### Layout detail, run 1

Window x 43 to 83, y 11 to 51 um. Cells in gray, sequential cells in the stronger gray; small squares are vias.
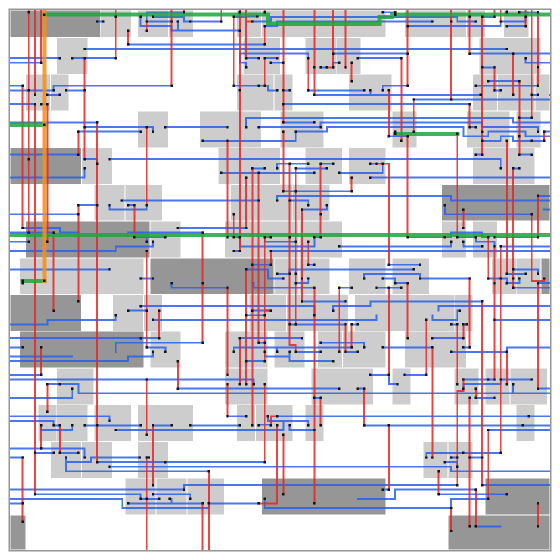
### M3 wires, run 1

Scale bar: 50 um.
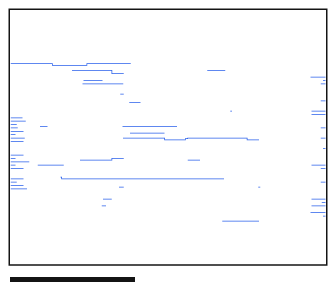
### Metal layers overlaid, run 1

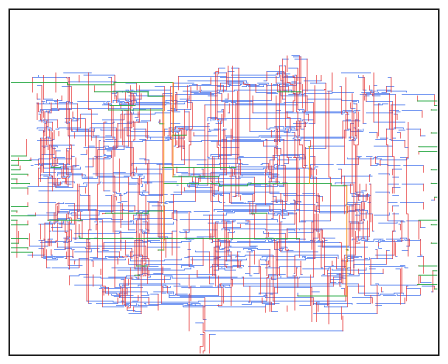
### config.mk
export PLATFORM = sky130hd
export DESIGN_NAME = seq_mult
export DESIGN_NICKNAME = d
export VERILOG_FILES = /design/src/rtl/seq_mult.sv
export SDC_FILE = /design/constraint.sdc
export NUM_CORES = 1
export LEC_CHECK = 0
export ABC_CLOCK_PERIOD_IN_PS = 2500
export CAP_MARGIN = 15
export CORE_ASPECT_RATIO = 0.8
export CORE_MARGIN = 1.5
export CORE_UTILIZATION = 32
export CTS_CLUSTER_DIAMETER = 200
export DETAILED_ROUTE_END_ITERATION = 7
export SLEW_MARGIN = 25
export SYNTH_ARGS = -nofsm -noshare
export SYNTH_HDL_FRONTEND = slang
export SYNTH_SLANG_ARGS = --single-unit
### constraint.sdc
create_clock -name clk -period 2.5 [get_ports clk]
set_input_delay 0.25 -clock clk [delete_from_list [all_inputs] [get_ports clk]]
set_output_delay 0.25 -clock clk [all_outputs]
set_load 0.005 [all_outputs]
### src/rtl/seq_mult.sv
// Iterative radix-2 shift-add multiplier, N x N -> 2N bits.
// Signed operation multiplies operand magnitudes and negates the product
// when the operand signs differ. One operation takes N+1 clocks from the
// accepting edge to the edge that raises done.
module seq_mult #(
  parameter int N = 8
) (
  input  logic           clk,
  input  logic           n_reset,
  input  logic           start,
  input  logic           is_signed,
  input  logic [N-1:0]   a,
  input  logic [N-1:0]   b,
  output logic           busy,
  output logic           done,
  output logic [2*N-1:0] result
);

  localparam int CW = $clog2(N + 1);
  localparam logic [CW-1:0] COUNT_LAST = CW'(N);
  localparam logic [CW-1:0] COUNT_ONE  = CW'(1);

  typedef enum logic [1:0] {
    IDLE = 2'd0,
    BUSY = 2'd1,
    DONE = 2'd2
  } state_t;

  // Magnitude of an N-bit operand; the most negative value maps onto 2^(N-1).
  function automatic logic [N-1:0] mag_n(input logic [N-1:0] v, input logic sgn);
    logic [N-1:0] m;
    if (sgn && v[N-1]) begin
      m = (~v) + {{(N-1){1'b0}}, 1'b1};
    end else begin
      m = v;
    end
    return m;
  endfunction

  // Two's complement negation over the full product width.
  function automatic logic [2*N-1:0] neg_2n(input logic [2*N-1:0] v);
    return (~v) + {{(2*N-1){1'b0}}, 1'b1};
  endfunction

  state_t           state_r;
  logic [N-1:0]     mcand_r;
  logic [2*N-1:0]   mplier_r;
  logic [2*N-1:0]   acc_r;
  logic [CW-1:0]    count_r;
  logic             neg_r;
  logic             busy_r;
  logic             done_r;
  logic [2*N-1:0]   result_r;

  logic [N-1:0]     a_mag_s;
  logic [N-1:0]     b_mag_s;
  logic             neg_s;
  logic [2*N-1:0]   addend_s;
  logic [2*N-1:0]   acc_next_s;

  // Operand magnitudes at acceptance and the partial-product add for one iteration.
  always_comb begin
    a_mag_s    = mag_n(a, is_signed);
    b_mag_s    = mag_n(b, is_signed);
    neg_s      = is_signed & (a[N-1] ^ b[N-1]);
    addend_s   = {(2*N){1'b0}};
    if (mcand_r[0]) begin
      addend_s = mplier_r;
    end else begin
      addend_s = {(2*N){1'b0}};
    end
    acc_next_s = acc_r + addend_s;
  end

  // Control FSM with datapath registers and registered busy/done/result.
  always_ff @(posedge clk or negedge n_reset) begin
    if (!n_reset) begin
      state_r  <= IDLE;
      mcand_r  <= {N{1'b0}};
      mplier_r <= {(2*N){1'b0}};
      acc_r    <= {(2*N){1'b0}};
      count_r  <= {CW{1'b0}};
      neg_r    <= 1'b0;
      busy_r   <= 1'b0;
      done_r   <= 1'b0;
      result_r <= {(2*N){1'b0}};
    end else begin
      case (state_r)
        IDLE, DONE: begin
          done_r <= 1'b0;
          if (start) begin
            state_r  <= BUSY;
            busy_r   <= 1'b1;
            mcand_r  <= a_mag_s;
            mplier_r <= {{N{1'b0}}, b_mag_s};
            neg_r    <= neg_s;
            acc_r    <= {(2*N){1'b0}};
            count_r  <= {CW{1'b0}};
          end else begin
            state_r <= IDLE;
            busy_r  <= 1'b0;
          end
        end
        BUSY: begin
          if (count_r == COUNT_LAST) begin
            // All multiplicand bits consumed: apply the sign and publish.
            state_r <= DONE;
            busy_r  <= 1'b0;
            done_r  <= 1'b1;
            if (neg_r) begin
              result_r <= neg_2n(acc_r);
            end else begin
              result_r <= acc_r;
            end
          end else begin
            // mplier_r tracks |b| << count, mcand_r[0] tracks |a|[count].
            acc_r    <= acc_next_s;
            mcand_r  <= {1'b0, mcand_r[N-1:1]};
            mplier_r <= {mplier_r[2*N-2:0], 1'b0};
            count_r  <= count_r + COUNT_ONE;
          end
        end
        default: begin
          state_r <= IDLE;
          busy_r  <= 1'b0;
          done_r  <= 1'b0;
        end
      endcase
    end
  end

  assign busy   = busy_r;
  assign done   = done_r;
  assign result = result_r;

endmodule

==> results.yml, run 1 <==
# yosys + openroad results
timing:
  worst_pin_slew_ns: 0.6289
  min_period_ns: 2.340
  hold_violations: 0
  max_freq_mhz: 427.3
  setup_viol: 0
logic_synthesis:
  mux_share: 0.01051
  edf_count: 0
  ys_seq_share: 0.4014
  syn_area_um2: 3928
  ys_sh_simple: 0.2109
  ys_top_logic_family: "simple AND/OR/NAND/NOR gates"
  synth_async_sr_flop_share: 1.000
  xor_share: 0.07359
  synth_area_per_cell_um2: 8.689
  yosysUniqueCellTypes: 48
  syn-num-nets: 493
worst_setup_path:
  arrival_ns: 2.56
  path_cells: "and2_1 -> ha_1 -> inv_1 -> fa_1 -> nor2b_2 -> o2111ai_2 -> buf_4 -> a21oi_1 -> o21ai_0 -> a32o_1"
  cp_num_buf_inv: 2
  critPathSlowestCell: "fa_1"
job:
  maxCapViolCount: 0
final_layout:
  drive_above_1_share: 0.09419
  logic_area_um2: 2233
  nClkBuffers: 13
  seq_cell_count: 63
  stdcell_count: 647
  fin_util: 0.4120
  n_all_inverters: 14
  n_antenna_cell: 0
routing:
  avgViaCountPerCell: 5.082
power:
  intPower_w: 0.003333
  peakVddDrop_uv: 408.2
  p_seq_frac: 0.333
  sw_frac_of_total: 0.4028
  seq-power_w: 0.00186
min_path:
  hold_class: "primary input to async pin"
floorplanning:
  core_um2: 11740
  fp-utilization: 0.3346
  die_area_um2: 12950
  io_pins: 38
placement:
  hpwl_mm: 7.445
global_route:
  grt_use_total: 0.1605
clock_network:
  insertion_delay_ns: 0.33
  root_buffer: "clkbuf_16"
outcome:
  status: "finished, final reports clean"
## Picture notes: 'Layout detail'
[orange] met4
[green] met3
[blue] met1
[red] met2
netlist names of flops here include: acc_r (5), mplier_r (4)
most frequent: dfrtp_1 (10), and2_1 (9), ha_1 (9)
cells with their middle in the window: 92
sequential cells in the window: 10

## Picture notes: 'M3 wires'
nets with wire on the layer: 45
main direction: horizontal
share of all routed wire: 4.6%
routing usage on met3: 0.04346
Total Routed Length: 9.520 mm
vias after detailed routing: 3288

## Picture notes: 'Metal layers overlaid'
[red] met2 | wire length: 4120 um
[green] met3 | wire length: 441 um
[blue] met1 | wire length: 4840 um
[orange] met4 | wire length: 117 um

-- run 1: repair_timing --
action | 4_1_cts | 5_1_grt
hold buffers | 1 | 0
buffers inserted | 0 | 0
gates resized | 0 | 6
endpoints found under the setup margin | 0 | 7
endpoints found under the hold margin | 17 | 0
-- run 1: cell usage in the layout (no fill, tap or decap), types with 3 or more instances in the layout --
cell             synthesis  routed
a31oi_1                  4       4
o21ai_0                 52      52
nor3_1                   4       4
or3_1                    5       5
inv_1                   13      13
clkbuf_16                0       9
a21o_1                   6       6
o31ai_1                  4       4
nor2b_1                  5       4
mux2i_1                  3       3
nand3_1                 25      25
xnor2_1                 19      19
nand2b_1                 4       4
xor2_1                  14      14
and2_1                  16      16
nand4_1                  6       6
nand2_1                 79      79
o21a_1                   3       3
a22oi_1                  6       6
ha_1                    20      20
clkdlybuf4s50_1          0      36
a21oi_1                 21      20
o211ai_1                 3       3
buf_4                    0      17
nor2_1                  17      17
or4_4                    3       3
dfrtp_1                 63      63
o41ai_1                  3       3
-- run 1: through the flow --
stage	setup slack [ns]	setup TNS (ns)	hold WS [ns]	total power (W)	instance area (um^2)
finish	0.1597	0	0.3999	0.005580	4836
global route	-0.001769	-0.001769	0.4487	0.006082	4836
CTS	0.03514	0	0.4054	0.005630	4808
detailed placement	0.03965	0	0.2242	0.004480	4533
global placement	0.1087	0	0.2220	0.004419	4533
floorplan	0.01780	0	-0.04559	0.003562	3929
-- run 1: state kept, by name, summed over array words and instances (netlist names) --
register  cells
neg_r         1
state_r       1
mcand_r       8
result       16
mplier_r     16
busy          1
acc_r        16
count_r       4
-- run 1: cells in the mapped netlist (3+ instances only) --
cell       instances  area (um^2)
buf_2              6        30.03
xor2_1            14        122.6
or4_4              3        33.78
a22oi_1            6        45.04
a21oi_1           21        105.1
nand3_1           25        125.1
o21a_1             3        22.52
o21ai_0           52        260.3
o211ai_1           3        22.52
nand2b_1           4        25.02
a21o_1             6        45.04
inv_1             13        48.80
nand4_1            6        37.54
o31ai_1            4        30.03
ha_1              20        250.2
and2_1            16        100.1
o2111ai_1          3        26.28
nor2b_1            5        31.28
a31oi_1            4        25.02
o41ai_1            3        26.28
clkbuf_1          16        60.06
or3_1              5        31.28
dfrtp_1           63         1577
nor3_1             4        20.02
mux2i_1            3        30.03
nor2_1            17        63.81
nand2_1           79        296.5
xnor2_1           19        166.4
-- run 1: final timing paths --
kind                            slack [ns]                     end  cells after the start                   start
min in group clk                      0.47  result[12]$_DFFE_PN0P_                      2  result[12]$_DFFE_PN0P_
worst max register to register        0.16   acc_r[10]$_DFFE_PN0P_                     10  mcand_r[0]$_DFFE_PN0P_
worst min register to register        0.47  result[12]$_DFFE_PN0P_                      2  result[12]$_DFFE_PN0P_
max in group asynchronous             1.45        busy$_DFFE_PN0P_                      3                 n_reset
worst min-delay path                  0.40   result[2]$_DFFE_PN0P_                      2                 n_reset
worst max-delay path                  0.16   acc_r[10]$_DFFE_PN0P_                     10  mcand_r[0]$_DFFE_PN0P_
-- run 1: layer usage --
metal	track usage	wire (um)
met1	0.2165	4841
met2	0.2529	4121
met3	0.04346	440
met4	0.05070	116
met5	0	0
### Cell placement, run 1

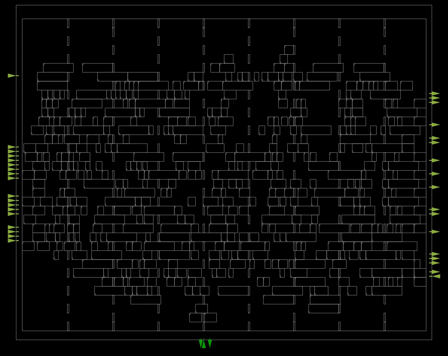

--- run 2 (diff from run 1) ---
Settings changed: CAP_MARGIN 15 to unset, CELL_PAD_IN_SITES_DETAIL_PLACEMENT set to 0, CELL_PAD_IN_SITES_GLOBAL_PLACEMENT set to 2, PLACE_DENSITY_LB_ADDON set to 0.1.
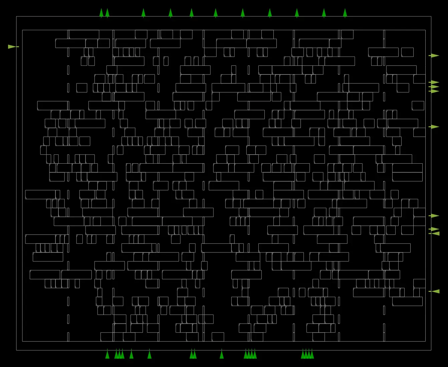
*Cell placement, run 2*
Cell Rows: 35
post-route non-filler standard cell count: 651
register share of the cell area: 0.3206
Final Util: 0.4190
Core ar.: 11740 um^2

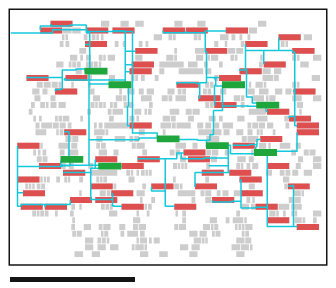
*Clock wires, drivers and flops, run 2*
Scale bar: 50 um.
[green] cells driving clock nets | count: 9
[cyan] clock wires | length: 1040 um
[red] flip-flops | count: 63
routed clock nets: 10

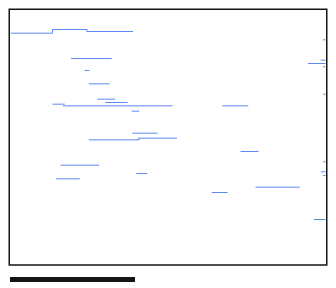
*M3 wires, run 2*
Scale bar: 50 um.
share of all routed wire: 2.7%
main direction: horizontal
wire length on this layer: 276 um
longest straight run: 43.7 um

==> results.yml, run 2 <==
# yosys + openroad results
outcome:
  status: "finished, final reports clean"
logic_synthesis:
  edf_count: 0
  ys_warn_count: 0
  synthCells: 452
  common_cells: "79 x nand2_1, 63 x dfrtp_1, 52 x o21ai_0"
  ys_seq_share: 0.4014
  largest_area_cell: "dfrtp_1"
  topCellsByArea: "dfrtp_1 40%, nand2_1 7.6%, o21ai_0 6.6%"
  top_area_frac: 0.4014
  syn-num-nets: 493
  syn_area_um2: 3928
  synth_async_sr_flop_share: 1.000
  yosysUniqueCellTypes: 48
  synth_area_per_cell_um2: 8.689
  top_cell: "nand2_1"
global_route:
  grt_use_total: 0.1758
  met2_usage: 0.2705
  grt_pass1_vias: 3443
  grtUsageMet3: 0.03770
  antenna_found_initial: 0
  grt.busiest_layer: "met2"
  use_met1: 0.2511
timing:
  setup_viol: 0
  setup_slack_ns: 0.1656
  min_period_ns: 2.334
  hold_violations: 0
  max_freq_mhz: 428.4
  worst_pin_slew_ns: 0.6443
floorplanning:
  io_pins: 38
  die_area_um2: 12950
  fp-utilization: 0.3346
final_layout:
  n_antenna_cell: 0
  drive_above_1_share: 0.1093
  final_layout_top_logic_cells: "79 x nand2_1, 63 x dfrtp_1, 52 x o21ai_0"
  final_layout_top_logic_cell: "nand2_1"
clock_network:
  post-cts-setup-buffer-count: 0
  insertion_delay_ns: 0.33
  root_buffer: "clkbuf_16"
worst_setup_path:
  path_cells: "buf_4 -> and2_1 -> ha_1 -> a21oi_1 -> o21a_1 -> o21bai_1 -> or3_1 -> a32o_1"
  arrival_ns: 2.54
  cp_num_buf_inv: 1
  critPathSlowestCell: "dfrtp_1"
  critPathKind: "register to register"
placement:
  hpwl_mm: 7.793
  place_ws_ns: -0.1002
routing:
  finalWirelength_mm: 10.22
  vias: 3316
  drtPass1Iterations: 4
  avgViaCountPerCell: 5.094
power:
  peakVddDrop_uv: 428.5
min_path:
  hold_class: "primary input to async pin"
job:
  maxCapViolCount: 0
[run 2: cell families (layout without fill, tap and decap cells)]
kind of cell,after synthesis,in the layout,synth area share
simple gates,173,173,0.2109
compound gates,121,121,0.1975
fa+ha+maj,21,21,0.06881
buf+inv,37,88,0.03727
mux,4,4,0.01051
flops,63,63,0.4014
xor+xnor,33,33,0.07359
[run 2: per-layer routing]
layer  wire (um)  part of all wire
met5           0                 0
met4          78            0.0076
met3         275             0.027
met2        4379              0.43
met1        5483              0.54
[run 2: worst paths after layout]
path                                        startpoint                      to  slack (ns)  cells after the start
worst max-delay path            mcand_r[0]$_DFFE_PN0P_   acc_r[12]$_DFFE_PN0P_        0.17                      8
worst min-delay path                           n_reset  count_r[2]$_DFFE_PN0P_        0.41                      2
worst max register to register  mcand_r[0]$_DFFE_PN0P_   acc_r[12]$_DFFE_PN0P_        0.17                      8
worst min register to register   result[2]$_DFFE_PN0P_   result[2]$_DFFE_PN0P_        0.47                      2
max in group asynchronous                      n_reset  result[11]$_DFFE_PN0P_        1.47                      3
min in group clk                 result[2]$_DFFE_PN0P_   result[2]$_DFFE_PN0P_        0.47                      2
[run 2: power breakdown]
group | total, W | internal, W | switching (W)
logic | 0.00272 | 0.00122 | 0.00150
registers | 0.00184 | 0.00144 | 0.000400
clock network | 0.00126 | 0.000793 | 0.000462
[run 2: final cells by class]
| cell class | count | area [um^2] |
|---|---|---|
| Clock buffer | 10 | 239.0 |
| Timing Repair Buffer | 58 | 538.0 |
| Inverter | 14 | 52.55 |
| Sequential cell | 63 | 1577 |
| Fill cell | 1191 | 6819 |
| Multi-Input combinational cell | 352 | 2266 |
| Clock inverter | 6 | 60.06 |
| Tap cell | 148 | 185.2 |
[run 2: stage by stage]
stage | hold slack (ns) | total power (W) | std cells | instance area (um^2) | setup TNS [ns]
2_1_floorplan | -0.04559 | 0.003562 | 452 | 3929 | 0
3_3_place_gp | 0.2395 | 0.004542 | 634 | 4548 | 0
3_5_place_dp | 0.2423 | 0.004557 | 634 | 4548 | -0.1411
4_1_cts | 0.4196 | 0.005862 | 651 | 4872 | 0
5_1_grt | 0.4436 | 0.006354 | 651 | 4917 | 0
6_report | 0.4097 | 0.005819 | 651 | 4917 | 0
[run 2: worst register-to-register path: cells and delay by family, from the launching register on]
kind                     cells  cell delay, ns
AND-OR/OR-AND                4            0.83
adder cells (fa/ha/maj)      1            0.28
buffers and inverters        1            0.19
flip-flops                   1            0.41
AND/OR/NAND/NOR              2            0.51
[run 2: timing repair]
| item | 4_1_cts | 5_1_grt |
|---|---|---|
| endpoints found under the setup margin | 3 | 5 |
| endpoints found under the hold margin | 16 | 0 |
| gates resized | 4 | 7 |
| hold buffers | 1 | 0 |
| pin swaps | 1 | 1 |
Power figures rest on the tool's default switching activity, not on a simulated workload.
